==> config.mk <==
export PLATFORM = sky130hd
export DESIGN_NAME = vector_abs_pipe
export DESIGN_NICKNAME = d
export VERILOG_FILES = /design/src/rtl/vector_abs_pipe.sv
export SDC_FILE = /design/constraint.sdc
export NUM_CORES = 1
export LEC_CHECK = 0
export CAP_MARGIN = 25
export CORE_ASPECT_RATIO = 1.1
export CORE_MARGIN = 8
export CORE_UTILIZATION = 58
export DETAILED_ROUTE_END_ITERATION = 16
export PLACE_DENSITY = 0.82
export SLEW_MARGIN = 20
export SYNTH_ARGS = -nofsm -noshare
export SYNTH_HDL_FRONTEND = slang
export SYNTH_SLANG_ARGS = --single-unit
==> constraint.sdc <==
create_clock -name clk_i -period 3.9 [get_ports clk_i]
set_input_delay 0.78 -clock clk_i [delete_from_list [all_inputs] [get_ports clk_i]]
set_output_delay 0.78 -clock clk_i [all_outputs]
set_load 0.05 [all_outputs]
==> src/rtl/vector_abs_pipe.sv <==
// Three-stage pipelined vector magnitude approximation: |v| ~ max + min/2.
// Define VECTOR_ABS_FINE_EN to use the refined rule max(mx, mx - mx/8 + mn/2) in the last stage.
module vector_abs_pipe #(
   parameter int unsigned WIDTH     = 32,
   parameter bit          SIGNED_IN = 1'b1
) (
   input  logic             clk_i,
   input  logic             rst_ni,
   input  logic [WIDTH-1:0] x_i,
   input  logic [WIDTH-1:0] y_i,
   input  logic             in_valid_i,
   output logic             in_ready_o,
   output logic [WIDTH:0]   abs_o,
   output logic             out_valid_o,
   input  logic             out_ready_i
);

   // The most negative two's-complement value maps onto 2^(WIDTH-1), which fits unsigned.
   function automatic logic [WIDTH-1:0] mag(input logic [WIDTH-1:0] v);
      logic [WIDTH-1:0] r;
      if (SIGNED_IN && v[WIDTH-1]) begin
         r = ~v + {{(WIDTH-1){1'b0}}, 1'b1};
      end else begin
         r = v;
      end
      return r;
   endfunction

   logic             en_s;
   logic             s1_valid_q, s1_valid_d;
   logic [WIDTH-1:0] s1_ax_q, s1_ax_d;
   logic [WIDTH-1:0] s1_ay_q, s1_ay_d;
   logic             s2_valid_q, s2_valid_d;
   logic [WIDTH-1:0] s2_mx_q, s2_mx_d;
   logic [WIDTH-1:0] s2_mn_q, s2_mn_d;
   logic             s3_valid_q, s3_valid_d;
   logic [WIDTH:0]   s3_abs_q, s3_abs_d;
   logic [WIDTH-1:0] mx_s, mn_s;
   logic [WIDTH:0]   mx_ext_s, mn_half_s, result_s;
`ifdef VECTOR_ABS_FINE_EN
   logic [WIDTH:0]   fine_s;
`endif

   assign en_s        = out_ready_i | ~s3_valid_q;
   assign in_ready_o  = en_s;
   assign abs_o       = s3_abs_q;
   assign out_valid_o = s3_valid_q;

   // Sort the two magnitudes; equal values take the first branch so mx = mn.
   always_comb begin
      if (s1_ax_q >= s1_ay_q) begin
         mx_s = s1_ax_q;
         mn_s = s1_ay_q;
      end else begin
         mx_s = s1_ay_q;
         mn_s = s1_ax_q;
      end
   end

   // Final combine evaluated at WIDTH+1 bits so nothing is truncated.
   always_comb begin
      mx_ext_s  = {1'b0, s2_mx_q};
      mn_half_s = {1'b0, s2_mn_q} >> 1;
`ifdef VECTOR_ABS_FINE_EN
      fine_s = mx_ext_s - (mx_ext_s >> 3) + mn_half_s;
      if (fine_s > mx_ext_s) begin
         result_s = fine_s;
      end else begin
         result_s = mx_ext_s;
      end
`else
      result_s = mx_ext_s + mn_half_s;
`endif
   end

   // Whole pipe advances in lockstep when en is high, otherwise every stage holds.
   always_comb begin
      s1_valid_d = s1_valid_q;
      s1_ax_d    = s1_ax_q;
      s1_ay_d    = s1_ay_q;
      s2_valid_d = s2_valid_q;
      s2_mx_d    = s2_mx_q;
      s2_mn_d    = s2_mn_q;
      s3_valid_d = s3_valid_q;
      s3_abs_d   = s3_abs_q;
      if (en_s) begin
         s1_valid_d = in_valid_i;
         s1_ax_d    = mag(x_i);
         s1_ay_d    = mag(y_i);
         s2_valid_d = s1_valid_q;
         s2_mx_d    = mx_s;
         s2_mn_d    = mn_s;
         s3_valid_d = s2_valid_q;
         s3_abs_d   = result_s;
      end else begin
         s1_valid_d = s1_valid_q;
         s2_valid_d = s2_valid_q;
         s3_valid_d = s3_valid_q;
      end
   end

   // Pipeline registers with synchronous active-low reset clearing data and valid bits.
   always_ff @(posedge clk_i) begin
      if (!rst_ni) begin
         s1_valid_q <= 1'b0;
         s1_ax_q    <= {WIDTH{1'b0}};
         s1_ay_q    <= {WIDTH{1'b0}};
         s2_valid_q <= 1'b0;
         s2_mx_q    <= {WIDTH{1'b0}};
         s2_mn_q    <= {WIDTH{1'b0}};
         s3_valid_q <= 1'b0;
         s3_abs_q   <= {(WIDTH+1){1'b0}};
      end else begin
         s1_valid_q <= s1_valid_d;
         s1_ax_q    <= s1_ax_d;
         s1_ay_q    <= s1_ay_d;
         s2_valid_q <= s2_valid_d;
         s2_mx_q    <= s2_mx_d;
         s2_mn_q    <= s2_mn_d;
         s3_valid_q <= s3_valid_d;
         s3_abs_q   <= s3_abs_d;
      end
   end

endmodule

### M1 wires, run 1

Drawn at 3 px/micron.
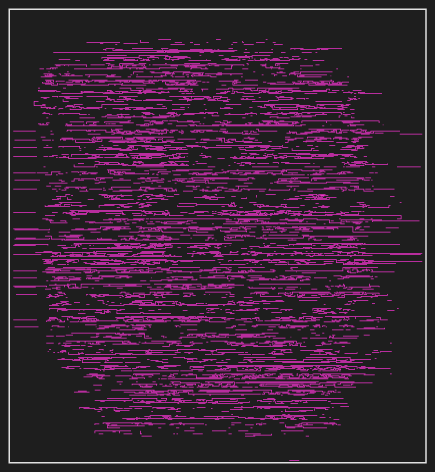
The layer carries 10700 microns of wire. 1278 nets have wire on it. The wires run mostly horizontal.
final wirelength: 25500 microns
via count: 8723
GR Layer Usage met1: 27.4%

### Cell sizes after repair, run 1

Drawn at 2 px/micron.
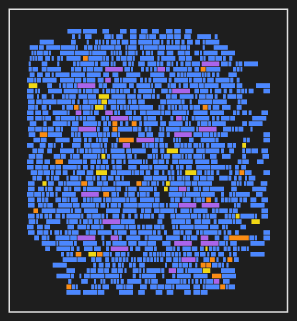
Key: x6 and larger = purple [cells 29]; x2 = yellow [cells 17]; x1 and smaller = blue [cells 1166]; x3 and x4 = orange [cells 26]
synthesis-to-layout area growth: 18.1%
Non-Filler Cell Area, Final: 0.0113 sq mm
PnR worst setup slack: 0.383 ns
non-clock buffer count in the final layout: 117

### Cell classes on the final placement, run 1

Drawn at 2 px/micron.
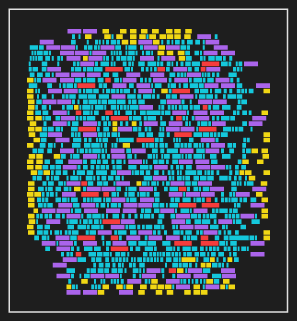
Key: remaining buffers and delay cells = yellow [cells 117, share of their area 10%]; clock drivers and dummy loads = red [cells 32, share of their area 5.1%]; remaining logic cells = cyan [cells 926, share of their area 55%]; registers = purple [cells 163, share of their area 30%]
core area: 0.0162 sq mm
sequential cell area share: 28.9%
utilization after layout: 69.5%
Row Count: 49

### Layout detail, run 1

Region (22, 101) to (47, 126) microns. Cells in gray, sequential cells in the stronger gray; small squares are vias.
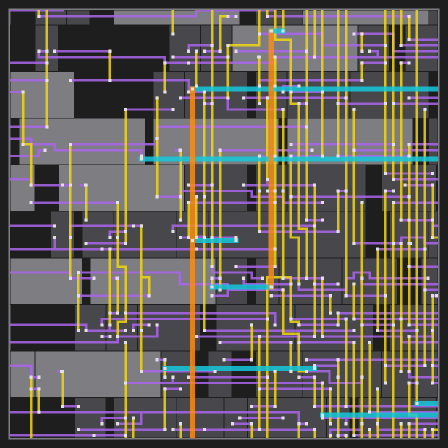
Key: M3 = cyan; M4 = orange; M2 = yellow; M1 = purple
Netlist names of flops here include `s2_mn_q` (3), `s2_mx_q` (3), `s1_ax_q` (2). 51 logic cells have their middle in the window. Sequential cells in the window: 9. Most frequent: dfxtp_1 (9), a21oi_1 (8), mux2i_1 (7).

==> impl_report.txt, run 1 <==
RUN METRICS
----------------------------------------------------
[Critical path]
  Launching element of the worst setup path ........................ s2_mx_q[0]
  Critical Path Max Stage Delay ........................ approximately 0.48 ns
  Slowest library cell on the worst path ........................ sky130_fd_sc_hd__a21oi_1
  Kind of start point of the critical path ........................ flip-flop

[Route]
  DR top layer ........................ met4
  Detailed-route wire length per cell ........................ approximately 18 microns

[Logic synthesis]
  Sequential cell area fraction in the yosys report ........................ ~34%
  Average instance area after synthesis ........................ about 8.3 sq um
  Largest cells by area after synthesis ........................ sky130_fd_sc_hd__dfxtp_1 (34%), sky130_fd_sc_hd__ha_1 (8.5%), sky130_fd_sc_hd__a21oi_1 (7.0%)
  Adder Area Share ........................ between 8 and 9%
  Leading post-synthesis cells by instance count ........................ sky130_fd_sc_hd__dfxtp_1 (163), sky130_fd_sc_hd__a21oi_1 (133), sky130_fd_sc_hd__o21ai_0 (118)

[Status]
  Run status ........................ complete, no violations

[STA]
  Final cycle utilization of the critical path ........................ approximately nine tenths
  Fin Clk Skew ........................ around 0.010 ns
  Final setup violation count ........................ 0

[Die]
  Die footprint ........................ 0.0209 sq mm
  Chip Width ........................ about 140 microns
  Die height ........................ ~150 microns

[CTS]
  Bufs on Longest Clock Path ........................ 2
  CTS tree ........................ built

[Job]
  Max capacitance violation total ........................ 0

----------------------------------------------------
run 1: power by group through the flow:
stage	Sequential, mW	Clock [mW]	Combinational, mW
floorplan	2.13	0	0.773
CTS	1.97	1.64	1.34
global route	1.99	1.70	1.46
global placement	2.00	0	1.30
detailed placement	2.00	0	1.32
finish	1.97	1.62	1.34
run 1: layout make-up:
type / instances / area, sq um / share of cell area [%]
Clock buffer: 17 / 425 / 3.77
Clock inverter: 15 / 143 / 1.26
Tap cell: 204 / 255 / 2.26
Multi-Input combinational cell: 882 / 5890 / 52.2
Sequential cell: 163 / 3260 / 28.9
Inverter: 44 / 170 / 1.51
Timing Repair Buffer: 117 / 1150 / 10.2
run 1: per-stage QoR:
stage               worst slack, ns  hold WS (ns)  cell area [sq um]  std cells
floorplan                     0.922         0.432               9560       1157
global placement              0.417         0.439              10700       1409
detailed placement            0.368         0.445              10700       1410
CTS                           0.464         0.455              11300       1442
global route                  0.324         0.471              11300       1442
finish                        0.383         0.449              11300       1442
run 1: worst min path at each step:
stage / slack, ns / start / depth (start not counted) / endpoint
floorplan: 0.43 / s1_valid_q / 2 / s1_valid_q
global placement: 0.44 / s2_valid_q / 2 / s2_valid_q
global route: 0.47 / abs_o[15] / 2 / abs_o[15]
detailed placement: 0.45 / abs_o[6] / 2 / abs_o[6]
finish: 0.45 / abs_o[14] / 2 / abs_o[14]
CTS: 0.45 / abs_o[14] / 2 / abs_o[14]
run 1: flip-flops by register name, summed over array words and instances, names as in the netlist:
| name | count |
|---|---|
| s1_ay_q | 32 |
| s1_valid_q | 1 |
| s2_mx_q | 32 |
| abs_o | 33 |
| s2_mn_q | 31 |
| s1_ax_q | 32 |
| out_valid_o | 1 |
| s2_valid_q | 1 |
### Congestion heat map, run 1

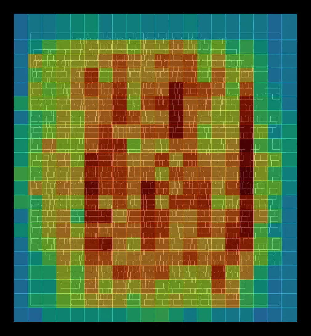

## Run 2: what changed since run 1
--- a/config.mk
+++ b/config.mk
@@ -5,7 +5,6 @@
 export SDC_FILE = /design/constraint.sdc
 export NUM_CORES = 1
 export LEC_CHECK = 0
-export CAP_MARGIN = 25
 export CORE_ASPECT_RATIO = 1.1
 export CORE_MARGIN = 8
 export CORE_UTILIZATION = 58
### Congestion heat map, run 2

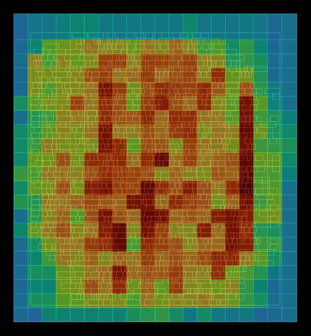
overall track demand over capacity in global routing: 24.3%
GR Layer Usage met1: 27.6%
detailed-route wire length per cell: 17.9 microns

==> impl_report.txt, run 2 <==
RUN METRICS
----------------------------------------------------
[Status]
  Run status ........................ complete, no violations

[Finish]
  Post-layout instance count excluding filler cells ........................ about 1.4k
  Synthesis-to-layout area growth ........................ 18.5%
  Number of antenna diodes ........................ 0
  Utilization after layout ........................ 69.8%
  Non-Filler Cell Area, Final ........................ about 0.011 sq mm
  Proportion of layout cells with a drive suffix above 1 ........................ 5.82%
  Max FFs per register ........................ 33

[STA]
  Clock period minus worst slack ........................ between 3 and 4 ns
  Fin Clk Skew ........................ 0.00464 ns
  Final Hold Slack ........................ 0.449 ns
  Final setup violation count ........................ 0
  Final cycle utilization of the critical path ........................ between 90% and 100%
  PnR worst setup slack ........................ 0.331 ns
  Slew Limit Fails ........................ 0

[Die]
  Core area ........................ about 0.016 sq mm
  Die height ........................ roughly 150 microns
  Die footprint ........................ between 0.02 and 0.025 sq mm
  Number of top-level design ports ........................ 103
  Chip Width ........................ around 140 microns
  Row Count ........................ roughly 50

[Logic synthesis]
  Sequential cell area fraction in the yosys report ........................ between 30% and 40%
  Average instance area after synthesis ........................ a little over 8 sq um
  Commonest register cell after synthesis ........................ sky130_fd_sc_hd__dfxtp_1
  Warning count from the yosys run ........................ 0
  Adder Area Share ........................ 8.71%
  Portion of synthesized cell area occupied by the leading cell type ........................ approximately 34%
  Largest cells by area after synthesis ........................ sky130_fd_sc_hd__dfxtp_1 (34%), sky130_fd_sc_hd__ha_1 (8.5%), sky130_fd_sc_hd__a21oi_1 (7.0%)
  Combined area of all synthesized cells ........................ 0.00956 sq mm
  Most numerous cell in the Yosys netlist ........................ sky130_fd_sc_hd__dfxtp_1
  Leading post-synthesis cells by instance count ........................ sky130_fd_sc_hd__dfxtp_1 (163), sky130_fd_sc_hd__a21oi_1 (133), sky130_fd_sc_hd__o21ai_0 (118)

[Route]
  Final wirelength ........................ about 26000 microns
  Via count ........................ roughly 8.7k
  DR top layer ........................ met4
  Initial drt markers ........................ between 700 and 800

[CTS]
  Hold bufs inserted after CTS ........................ 0
  CTS tree ........................ built
  H-Tree Level Count ........................ 4
  Bufs on Longest Clock Path ........................ 2

[Critical path]
  Critical Path Max Stage Delay ........................ about 0.50 ns
  Crit-path max FO ........................ 4
  Slowest library cell on the worst path ........................ sky130_fd_sc_hd__a21oi_1
  Kind of start point of the critical path ........................ flip-flop

[Placed design]
  Instance count after placement with tap cells included ........................ 1409
  Worst slack after detailed placement ........................ 0.369 ns
  Area of placed instances ........................ 0.0107 sq mm

[Power and ir drop]
  Highest ir drop seen on vdd ........................ between 0.3 and 0.4 mV

[Job]
  Max capacitance violation total ........................ 0

----------------------------------------------------
### Layout detail, run 2

Region (22, 101) to (47, 126) microns. Cells in gray, sequential cells in the stronger gray; small squares are vias.
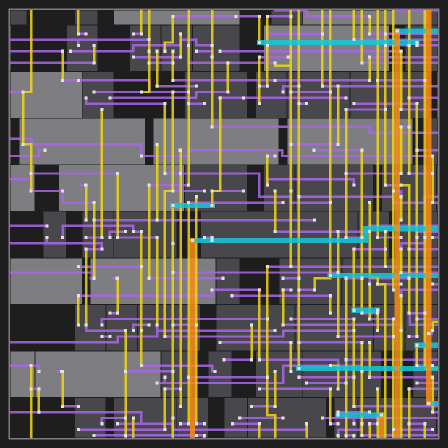
Key: M4 = orange; M3 = cyan; M2 = yellow; M1 = purple
49 logic cells have their middle in the window. Sequential cells in the window: 9. Most frequent: dfxtp_1 (9), a21oi_1 (8). Netlist names of flops here include `s2_mn_q` (3), `s2_mx_q` (3), `s1_ax_q` (2).

[run 2: cell counts after synthesis]
No cell type changed its count.
[run 2: cell type report]
| cell class | count | area (sq um) |
|---|---|---|
| Tap cell | 204 | 255 |
| Clock buffer | 17 | 425 |
| Inverter | 44 | 170 |
| Clock inverter | 15 | 180 |
| Multi-Input combinational cell | 882 | 5890 |
| Sequential cell | 163 | 3260 |
| Fill cell | 1282 | 4910 |
| Timing Repair Buffer | 117 | 1150 |
[run 2: worst paths after layout]
kind	slack, ns	start	cells after the start	to
worst min register to register	0.45	abs_o[13]	2	abs_o[13]
worst min-delay path	0.45	abs_o[13]	2	abs_o[13]
worst max register to register	0.33	s2_mx_q[0]	10	abs_o[28]
worst max-delay path	0.33	s2_mx_q[0]	10	abs_o[28]
[run 2: layer usage]
layer | GRT usage, % | vias to the layer above
met5 | 0 | -
li1 | - | 4315
met4 | 12.1 | 0
met1 | 27.6 | 4104
met3 | 5.11 | 69
met2 | 42.8 | 255
[run 2: power breakdown]
part	internal [mW]	switching [mW]	leakage [nW]	total, mW
Clock	1.01	0.714	0.290	1.73
Sequential	1.84	0.129	1.35	1.97
Combinational	0.561	0.786	3.10	1.35
[run 2: kinds of logic after synthesis]
family                   count (synthesis)
AND-OR/OR-AND                          397
XOR/XNOR                                79
adder cells (fa/ha/maj)                 66
buffers and inverters                  112
flip-flops                             163
multiplexers                            64
AND/OR/NAND/NOR                        276
### Cell classes on the final placement, run 2

Drawn at 2 px/micron.
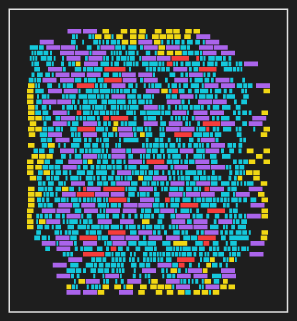

## Run 3: what changed since run 2
--- a/config.mk
+++ b/config.mk
@@ -5,11 +5,13 @@
 export SDC_FILE = /design/constraint.sdc
 export NUM_CORES = 1
 export LEC_CHECK = 0
+export ABC_AREA = 1
 export CORE_ASPECT_RATIO = 1.1
 export CORE_MARGIN = 8
-export CORE_UTILIZATION = 58
+export CORE_UTILIZATION = 59
 export DETAILED_ROUTE_END_ITERATION = 16
-export PLACE_DENSITY = 0.82
+export GPL_TIMING_DRIVEN = 1
+export PLACE_DENSITY = 0.81
 export SLEW_MARGIN = 20
 export SYNTH_ARGS = -nofsm -noshare
 export SYNTH_HDL_FRONTEND = slang
### Cell classes on the final placement, run 3

Drawn at 2 px/micron.
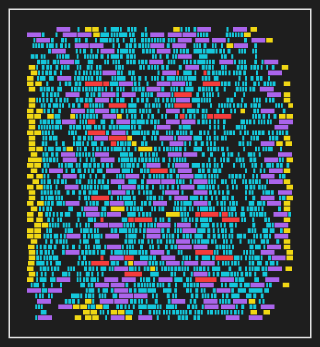
Key: remaining buffers and delay cells = yellow [cells 113, share of their area 8.8%]; registers = purple [cells 163, share of their area 25%]; remaining logic cells = cyan [cells 1681, share of their area 62%]; clock drivers and dummy loads = red [cells 32, share of their area 4.3%]
utilization after layout: 68.2%
core area: 0.0196 sq mm
Non-Filler Cell Area, Final: 0.0134 sq mm
sequential cell area share: 24.4%

### Cell sizes after repair, run 3

Drawn at 2 px/micron.
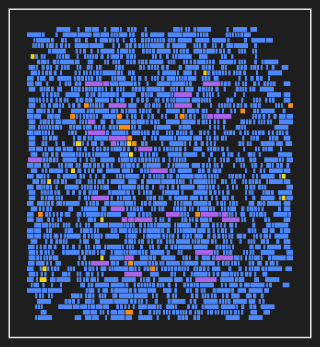
Key: x1 and smaller = blue [cells 1932]; x6 and larger = purple [cells 30]; x3 and x4 = orange [cells 14]; x2 = yellow [cells 13]
PnR worst setup slack: 1.19 ns
synthesis-to-layout area growth: 14.8%
non-clock buffer count in the final layout: 113

==> impl_report.txt, run 3 <==
RUN METRICS
----------------------------------------------------
[Status]
  Run status ........................ complete, no violations

[Global routing]
  GR Layer Usage met1 ........................ ~34%
  Met3 capacity usage during global routing ........................ about 3.8%
  GR met2 Demand/Resource ........................ 42.8%

[Die]
  Row Count ........................ roughly 54
  Chip Width ........................ around 150 microns

[Critical path]
  Kind of start point of the critical path ........................ input pin
  Setup slack of the worst register-to-register path ........................ approximately 1.3 ns
  Critical Path Max Stage Delay ........................ ~0.50 ns

[Logic synthesis]
  Sequential cell area fraction in the yosys report ........................ roughly 28%
  Most numerous cell in the Yosys netlist ........................ sky130_fd_sc_hd__nand2_1
  Leading post-synthesis cells by instance count ........................ sky130_fd_sc_hd__nand2_1 (429), sky130_fd_sc_hd__inv_1 (378), sky130_fd_sc_hd__nand3_1 (228)
  Portion of synthesized cell area occupied by the leading cell type ........................ between 20% and 30%
  Commonest register cell after synthesis ........................ sky130_fd_sc_hd__dfxtp_1
  Average instance area after synthesis ........................ ~6.1 sq um
  Largest cells by area after synthesis ........................ sky130_fd_sc_hd__dfxtp_1 (28%), sky130_fd_sc_hd__nand2_1 (14%), sky130_fd_sc_hd__inv_1 (12%)

[Route]
  Initial drt markers ........................ slightly below 800
  Detailed-route wire length per cell ........................ roughly 14 microns

[Hold path]
  Number of cells on the worst hold path ........................ 2
  End point of the most critical hold path ........................ s2_valid_q

[STA]
  Slew Limit Fails ........................ 0
  Clock period minus worst slack ........................ ~2.7 ns
  Final Hold Slack ........................ roughly 0.47 ns
  Final setup violation count ........................ 0

[Finish]
  Proportion of layout cells with a drive suffix above 1 ........................ ~2.9%
  Number of antenna diodes ........................ 0

[Placed design]
  Worst slack after detailed placement ........................ 1.12 ns

[Power and ir drop]
  Highest ir drop seen on vdd ........................ about 0.35 mV

[CTS]
  Hold bufs inserted after CTS ........................ 0

----------------------------------------------------
==> run 3: how the worst max path moves through the flow <==
stage                      from          end  slack (ns)  depth (start not counted)
finish              out_ready_i   in_ready_o        1.19                          4
global route         s1_ay_q[3]  s2_mx_q[31]        0.99                         16
global placement         y_i[0]  s1_ay_q[28]        1.15                         11
floorplan           out_ready_i   in_ready_o        1.34                          5
detailed placement       y_i[0]  s1_ay_q[28]        1.12                         11
CTS                 out_ready_i   in_ready_o        1.20                          4
==> run 3: cell families (layout without fill, tap and decap cells) <==
| logic type | Yosys count | after routing |
|---|---|---|
| and+or+nand+nor | 865 | 865 |
| buffers and inverters | 457 | 523 |
| AOI/OAI and AO/OA | 339 | 339 |
| DFF | 163 | 163 |
| adders and majority gates | 66 | 66 |
| xor gates and xnor gates | 33 | 33 |
==> run 3: through the flow <==
step,area [sq um],instances
2_1_floorplan,11600,1923
6_report,13400,2241
3_3_place_gp,12800,2209
4_1_cts,13400,2241
3_5_place_dp,12800,2209
5_1_grt,13400,2241
==> run 3: where the power goes <==
| group | switching [mW] | total, mW | leakage, nW | internal, mW |
|---|---|---|---|---|
| clock | 0.738 | 1.64 | 0.273 | 0.907 |
| sequential | 0.139 | 1.98 | 1.35 | 1.84 |
| combinational | 0.938 | 1.47 | 5.76 | 0.530 |
==> run 3: layer usage <==
metal  up-vias  part of all wire, %
met5         -                    0
met4         0                  3.7
met3        74                  5.3
met2       383                   45
met1      5406                   46
li1       6233                    -
==> run 3: area by class of cell <==
type	instances	area (sq um)
sequential	163	3260
inverter	378	1420
fill	1825	6220
clock buffer	19	443
clock inverter	13	123
multi-input combinational	1303	6660
timing repair buffer	113	1150
tap	252	315
Power figures rest on the tool's default switching activity, not on a simulated workload.
